Fig. 1: wiring heat map
Scale: 4 px per µm. 12 x 18 tiles, from black (low) to pale yellow (high), scaled to the fullest tile. Values are wire area over tile area, all layers added.
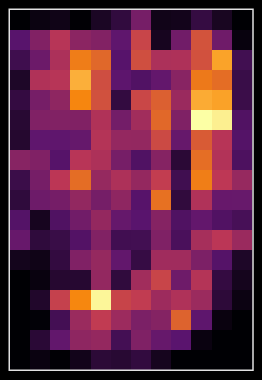
Fig. 2: the clock network
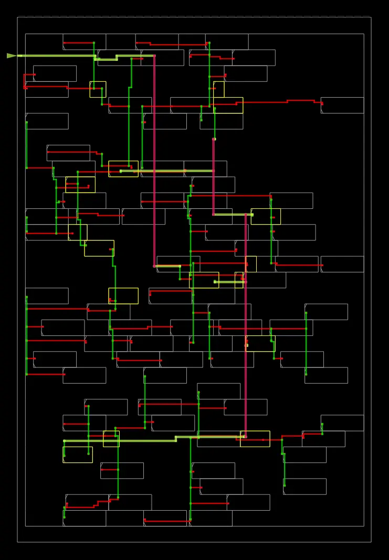
Fig. 3: metal 3
Scale: 6 px per µm.
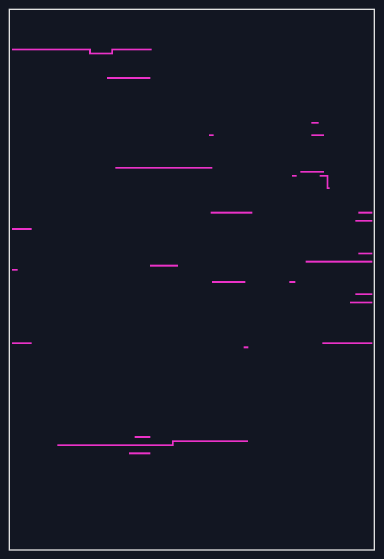
**config.mk**
```make
export PLATFORM = sky130hd
export DESIGN_NAME = panel_cfg_ctrl_flat
export DESIGN_NICKNAME = d
export VERILOG_FILES = /design/src/rtl/panel_cfg_ctrl_if.sv /design/src/rtl/panel_cfg_ctrl.sv /design/src/flat_wrapper.sv
export SDC_FILE = /design/constraint.sdc
export NUM_CORES = 1
export LEC_CHECK = 0
export CAP_MARGIN = 20
export CORE_ASPECT_RATIO = 1.5
export CORE_MARGIN = 1
export CORE_UTILIZATION = 62
export CTS_CLUSTER_SIZE = 40
export DETAILED_ROUTE_END_ITERATION = 8
export DONT_BUFFER_PORTS = 1
export PLACE_DENSITY = 0.81
export SLEW_MARGIN = 5
export SYNTH_ARGS = -nofsm -noshare
export SYNTH_HDL_FRONTEND = slang
export SYNTH_SLANG_ARGS = --single-unit
```
**constraint.sdc**
```tcl
create_clock -name i_clk -period 2.6 [get_ports i_clk]
set_clock_uncertainty 0.1 [all_clocks]
set_input_delay 0.39 -clock i_clk [delete_from_list [all_inputs] [get_ports i_clk]]
set_output_delay 0.39 -clock i_clk [all_outputs]
set_load 0.05 [all_outputs]
```
**src/rtl/panel_cfg_ctrl_if.sv**
```systemverilog
// Commit bus between the front-panel controller and the filter/wavegen
// configuration registers: valid/ready handshake plus the configuration payload.
interface panel_cfg_ctrl_if #(
  parameter int unsigned FREQ_W = 8
);
  logic              o_cfg_valid;
  logic              i_cfg_ready;
  logic [1:0]        o_wave;
  logic [1:0]        o_filt;
  logic [FREQ_W-1:0] o_freq;

  modport master (
    output o_cfg_valid, o_wave, o_filt, o_freq,
    input  i_cfg_ready
  );

  modport slave (
    input  o_cfg_valid, o_wave, o_filt, o_freq,
    output i_cfg_ready
  );
endinterface

```
**src/rtl/panel_cfg_ctrl.sv**
```systemverilog
// Front-panel controller: debounces four buttons, arbitrates press events and
// commits the shadow configuration. Build option: AUTO_REPEAT_EN (UP/DOWN auto-repeat).
module panel_cfg_ctrl #(
  parameter int unsigned DEB_CYCLES    = 1000,
  parameter int unsigned FREQ_W        = 8,
  parameter int unsigned FREQ_INIT     = 10,
  parameter int unsigned FREQ_MAX      = 200,
  parameter int unsigned REPEAT_CYCLES = 50000
) (
  input  logic        i_clk,
  input  logic        i_rst,
  input  logic [3:0]  i_btn,
  output logic        o_busy,
  panel_cfg_ctrl_if.master cfg
);

  localparam int unsigned NB    = 4;
  localparam int unsigned DEB_W = $clog2(DEB_CYCLES + 1);

  localparam logic [1:0] S_INIT   = 2'd0;
  localparam logic [1:0] S_IDLE   = 2'd1;
  localparam logic [1:0] S_COMMIT = 2'd2;

  logic [NB-1:0]     sync1_q, sync2_q;
  logic [NB-1:0]     deb_q, deb_d, deb_prev_q;
  logic [DEB_W-1:0]  cnt_q [NB];
  logic [DEB_W-1:0]  cnt_d [NB];
  logic [NB-1:0]     rise_c, press_d, press_q, win_d, win_q;
  logic [1:0]        state_q, state_d;
  logic [1:0]        wave_q, wave_d, filt_q, filt_d;
  logic [FREQ_W-1:0] freq_q, freq_d;
  logic              valid_q, busy_q;

  // Debounce: level follows the synchronized input only after DEB_CYCLES stable cycles
  always_comb begin
    for (int i = 0; i < NB; i++) begin
      deb_d[i] = deb_q[i];
      cnt_d[i] = '0;
      if (sync2_q[i] != deb_q[i]) begin
        if (cnt_q[i] == DEB_W'(DEB_CYCLES - 1)) begin
          deb_d[i] = sync2_q[i];
        end else begin
          cnt_d[i] = cnt_q[i] + DEB_W'(1);
        end
      end
    end
  end

  assign rise_c = deb_q & ~deb_prev_q;

`ifdef AUTO_REPEAT_EN
  localparam int unsigned RPT_W = $clog2(REPEAT_CYCLES + 1);

  logic [RPT_W-1:0] rpt_q [2];
  logic [RPT_W-1:0] rpt_d [2];
  logic [1:0]       rpt_fire_c;

  // UP/DOWN repeat timers restart on the press and run while the level stays high
  always_comb begin
    for (int j = 0; j < 2; j++) begin
      rpt_d[j]      = '0;
      rpt_fire_c[j] = 1'b0;
      if (deb_q[j+2] && !rise_c[j+2]) begin
        if (rpt_q[j] == RPT_W'(REPEAT_CYCLES - 1)) begin
          rpt_fire_c[j] = 1'b1;
        end else begin
          rpt_d[j] = rpt_q[j] + RPT_W'(1);
        end
      end
    end
  end

  always_ff @(posedge i_clk) begin
    if (!i_rst) begin
      rpt_q[0] <= '0;
      rpt_q[1] <= '0;
    end else begin
      rpt_q[0] <= rpt_d[0];
      rpt_q[1] <= rpt_d[1];
    end
  end

  assign press_d = rise_c | {rpt_fire_c, 2'b00};
`else
  assign press_d = rise_c;
`endif

  // Fixed priority WAVE > FILT > UP > DOWN; losers are discarded
  always_comb begin
    win_d = '0;
    if (press_q[0])      win_d[0] = 1'b1;
    else if (press_q[1]) win_d[1] = 1'b1;
    else if (press_q[2]) win_d[2] = 1'b1;
    else if (press_q[3]) win_d[3] = 1'b1;
  end

  // Configuration FSM; events reaching it outside IDLE are dropped
  always_comb begin
    state_d = state_q;
    wave_d  = wave_q;
    filt_d  = filt_q;
    freq_d  = freq_q;
    case (state_q)
      S_INIT: state_d = S_COMMIT;
      S_IDLE: begin
        if (win_q[0]) begin
          wave_d  = wave_q + 2'd1;
          state_d = S_COMMIT;
        end else if (win_q[1]) begin
          filt_d  = (filt_q == 2'd2) ? 2'd0 : filt_q + 2'd1;
          state_d = S_COMMIT;
        end else if (win_q[2] && freq_q != FREQ_W'(FREQ_MAX)) begin
          freq_d  = freq_q + FREQ_W'(1);
          state_d = S_COMMIT;
        end else if (win_q[3] && freq_q != FREQ_W'(1)) begin
          freq_d  = freq_q - FREQ_W'(1);
          state_d = S_COMMIT;
        end
      end
      S_COMMIT: if (cfg.i_cfg_ready) state_d = S_IDLE;
      default:  state_d = S_INIT;
    endcase
  end

  always_ff @(posedge i_clk) begin
    if (!i_rst) begin
      sync1_q    <= '0;
      sync2_q    <= '0;
      deb_q      <= '0;
      deb_prev_q <= '0;
      for (int i = 0; i < NB; i++) cnt_q[i] <= '0;
      press_q    <= '0;
      win_q      <= '0;
      state_q    <= S_INIT;
      wave_q     <= 2'd0;
      filt_q     <= 2'd0;
      freq_q     <= FREQ_W'(FREQ_INIT);
      valid_q    <= 1'b0;
      busy_q     <= 1'b0;
    end else begin
      sync1_q    <= i_btn;
      sync2_q    <= sync1_q;
      deb_q      <= deb_d;
      deb_prev_q <= deb_q;
      for (int i = 0; i < NB; i++) cnt_q[i] <= cnt_d[i];
      press_q    <= press_d;
      win_q      <= win_d;
      state_q    <= state_d;
      wave_q     <= wave_d;
      filt_q     <= filt_d;
      freq_q     <= freq_d;
      valid_q    <= (state_d == S_COMMIT);
      busy_q     <= (state_d == S_COMMIT);
    end
  end

  assign cfg.o_cfg_valid = valid_q;
  assign cfg.o_wave      = wave_q;
  assign cfg.o_filt      = filt_q;
  assign cfg.o_freq      = freq_q;
  assign o_busy          = busy_q;

endmodule

```
**src/flat_wrapper.sv**
```systemverilog
// flat-port wrapper written by rule: the top's interface ports become plain ports
module panel_cfg_ctrl_flat 
#(
  parameter int unsigned DEB_CYCLES    = 1000,
  parameter int unsigned FREQ_W        = 8,
  parameter int unsigned FREQ_INIT     = 10,
  parameter int unsigned FREQ_MAX      = 200,
  parameter int unsigned REPEAT_CYCLES = 50000
)
  (i_clk, i_rst, i_btn, o_busy, cfg_o_cfg_valid, cfg_o_wave, cfg_o_filt, cfg_o_freq, cfg_i_cfg_ready);
  panel_cfg_ctrl_if #(.FREQ_W(FREQ_W)) cfg_i ();
  input  logic i_clk;
  input  logic i_rst;
  input  logic [3:0] i_btn;
  output logic o_busy;
  output wire logic [$bits(cfg_i.o_cfg_valid)-1:0] cfg_o_cfg_valid;
  output wire logic [$bits(cfg_i.o_wave)-1:0] cfg_o_wave;
  output wire logic [$bits(cfg_i.o_filt)-1:0] cfg_o_filt;
  output wire logic [$bits(cfg_i.o_freq)-1:0] cfg_o_freq;
  input wire logic [$bits(cfg_i.i_cfg_ready)-1:0] cfg_i_cfg_ready;
  assign cfg_o_cfg_valid = cfg_i.o_cfg_valid;
  assign cfg_o_wave = cfg_i.o_wave;
  assign cfg_o_filt = cfg_i.o_filt;
  assign cfg_o_freq = cfg_i.o_freq;
  assign cfg_i.i_cfg_ready = cfg_i_cfg_ready;
  panel_cfg_ctrl #(.DEB_CYCLES(DEB_CYCLES), .FREQ_W(FREQ_W), .FREQ_INIT(FREQ_INIT), .FREQ_MAX(FREQ_MAX), .REPEAT_CYCLES(REPEAT_CYCLES)) u_core (.i_clk(i_clk), .i_rst(i_rst), .i_btn(i_btn), .o_busy(o_busy), .cfg(cfg_i));
endmodule
```
==> impl_metrics.csv <==
group,metric,value,unit
grt,antenna_found_initial,0,
status,status,"complete, no violations",
cells_and_area,utilization,71.0,%
cells_and_area,n_all_buffers,8,
cells_and_area,logic_gates,248,
grt,grt_pass1_vias,2147,
clock_network,cts_setup_buffers,0,
setup_path,critPathBufInv,0,
cells_and_area,finish.instance_area,3470,µm²
die,fp_util,65.3,%
clock_network,cts_max_level,3,
yosys,syn_inst,344,
pwr,sw_frac_of_total,22.0,%
setup_path,cp.required,2730,ps
timing,fin_crit_sh,76.0,%
yosys,simple_gate_area_share,26.0,%
placed_design,dp.cells,411,
setup_path,arrival,2100,ps
cells_and_area,num_antenna_cells,0,
detailed_routing,vias,2237,
grt,use_met3,5.61,%
detailed_routing,dr.max_layer_used,"met4",
setup_path,crit_path_start,"u_core.cfg.o_freq[4]",
pwr,p_per_area,593,nW/µm²
yosys,synthTopLogicFamily,"simple AND/OR/NAND/NOR gates",
placed_design,place_hpwl,3510,µm
cells_and_area,mi_logic_area,1530,µm²
setup_path,cpLargestDelayFamily,"AND-OR/OR-AND gates",
die,ios,21,
yosys,most_common_cell,"dfxtp_1",
placed_design,place_area,3300,µm²
job,drv_cap,0,
cells_and_area,syn2layout_area_growth,8.74,%
timing,finalSetupTns,0,ps
yosys,synth_flops,79,
timing,fin_crit,1980,ps
yosys,ys_cells,344,
detailed_routing,route.met3.wl,150,µm
detailed_routing,via_per_inst,5.24,
yosys,synthArstFlopShare,0,%
timing,rsz0062_at_grt,"no",
clock_network,clock-root-buffer,"clkbuf_8",
cells_and_area,fillers,411,
grt,overflow,0,
grt,met1_usage,23.4,%
timing,maxSlewViolCount,0,
cells_and_area,layout_top_cell,"dfxtp_1",
grt,grt-busiest-layer,"met2",
pwr,total_power,2.06,mW
die,die_x,60.6,µm
setup_path,reg2reg_slack,620,ps
cells_and_area,flops,79,
placed_design,numPortBuffers,0,
clock_network,cts_buffer_depth,2,
clock_network,ctsResizeCount,0,
detailed_routing,drtIter0Drc,138,
timing,worst_slack,624,ps
yosys,yosysSeqAreaShare,49.5,%
timing,max_slew_margin,57.4,%
detailed_routing,wl,5100,µm
clock_network,clkSlewWorstSetupHoldPaths,80,ps
setup_path,worst_r2r_path_depth,5,
cells_and_area,regArea,1580,µm²
detailed_routing,dr.pass1.iters,4,
detailed_routing,route.met2.wl,2570,µm
grt,grt_pass1_wl,8610,µm
cells_and_area,final-clk-cell-share,5.05,%
timing,hold_ws,52.0,ps
yosys,netlist.top_cell.by_area,"dfxtp_1",
timing,hold_violations,0,
cells_and_area,comb_share,44.2,%
pwr,p_int,1.61,mW
cells_and_area,final_nets,370,
timing,worst_pin_slew,639,ps
pwr,switchingPower,0.454,mW
yosys,syn_avg_cell_area,9.28,µm²
yosys,floorplan.nets,358,
setup_path,start_kind,"flop",
setup_path,path_depth,5,
yosys,synth-edff-count,0,
timing,maxClockFrequency,506,MHz
pwr,seqPwrFrac,59.6,%
setup_path,critPathKind,"flop to flop",
Notes on Fig. 1 above:
The mean over all tiles is 0.15. 17% of the tiles are over half the peak. The emptiest ninth of the die: lower left. The fullest tile reaches 0.47. 7.9% of the tiles are nearly empty. The densest ninth of the die: upper right.

Notes on Fig. 2 above:
CTS Sinks: 79
CTS Buf Count: 9
Worst-Skew Late Latency: 340 ps
P_clk: 0.794 mW

Notes on Fig. 3 above:
The wires run mostly horizontal. The layer holds 2.9% of the routed length. The longest straight run is 19.1 µm. 20 nets have wire on it. The layer carries 150 µm of wire.

## registers in the layout, summed over array words and instances, names as in the netlist
signal and count:
u_core.cnt_q 40, u_core.o_busy 1, u_core.win_q 4, u_core.state_q 2, u_core.sync1_q 4, u_core.cfg.o_wave 2, u_core.cfg.o_filt 2, u_core.sync2_q 4
u_core.cfg.o_freq 8, u_core.deb_prev_q 4, u_core.deb_q 4, u_core.press_q 4
## kinds of logic (layout without fill, tap and decap cells)
family / after synthesis / count (layout)
AND/OR/NAND/NOR: 169 / 169
flip-flops: 79 / 79
XOR/XNOR: 39 / 39
AND-OR/OR-AND: 24 / 24
buffers and inverters: 17 / 34
multiplexers: 9 / 9
adder cells (fa/ha/maj): 7 / 7
## how the worst min path moves through the flow
| stage | from | to | slack (ps) | cells after the start |
|---|---|---|---|---|
| floorplan | u_core.deb_prev_q[0] | u_core.press_q[0] | 270 | 1 |
| global placement | u_core.deb_prev_q[0] | u_core.press_q[0] | 270 | 1 |
| detailed placement | u_core.deb_prev_q[1] | u_core.press_q[1] | 270 | 1 |
| CTS | i_rst | u_core.cfg.o_freq[3] | 30 | 1 |
| global route | i_rst | u_core.cfg.o_freq[3] | 40 | 1 |
| finish | i_rst | u_core.cfg.o_freq[3] | 50 | 1 |
## power groups by stage
| stage | clock (mW) | sequential [mW] | combinational, mW |
|---|---|---|---|
| final | 0.794 | 1.23 | 0.0393 |
| after global routing | 0.863 | 1.23 | 0.0429 |
| after CTS | 0.818 | 1.23 | 0.0398 |
| after detailed placement | 0 | 1.26 | 0.0396 |
| after global placement | 0 | 1.25 | 0.0384 |
| after floorplan | 0 | 1.26 | 0.0354 |
Power figures rest on the tool's default switching activity, not on a simulated workload.
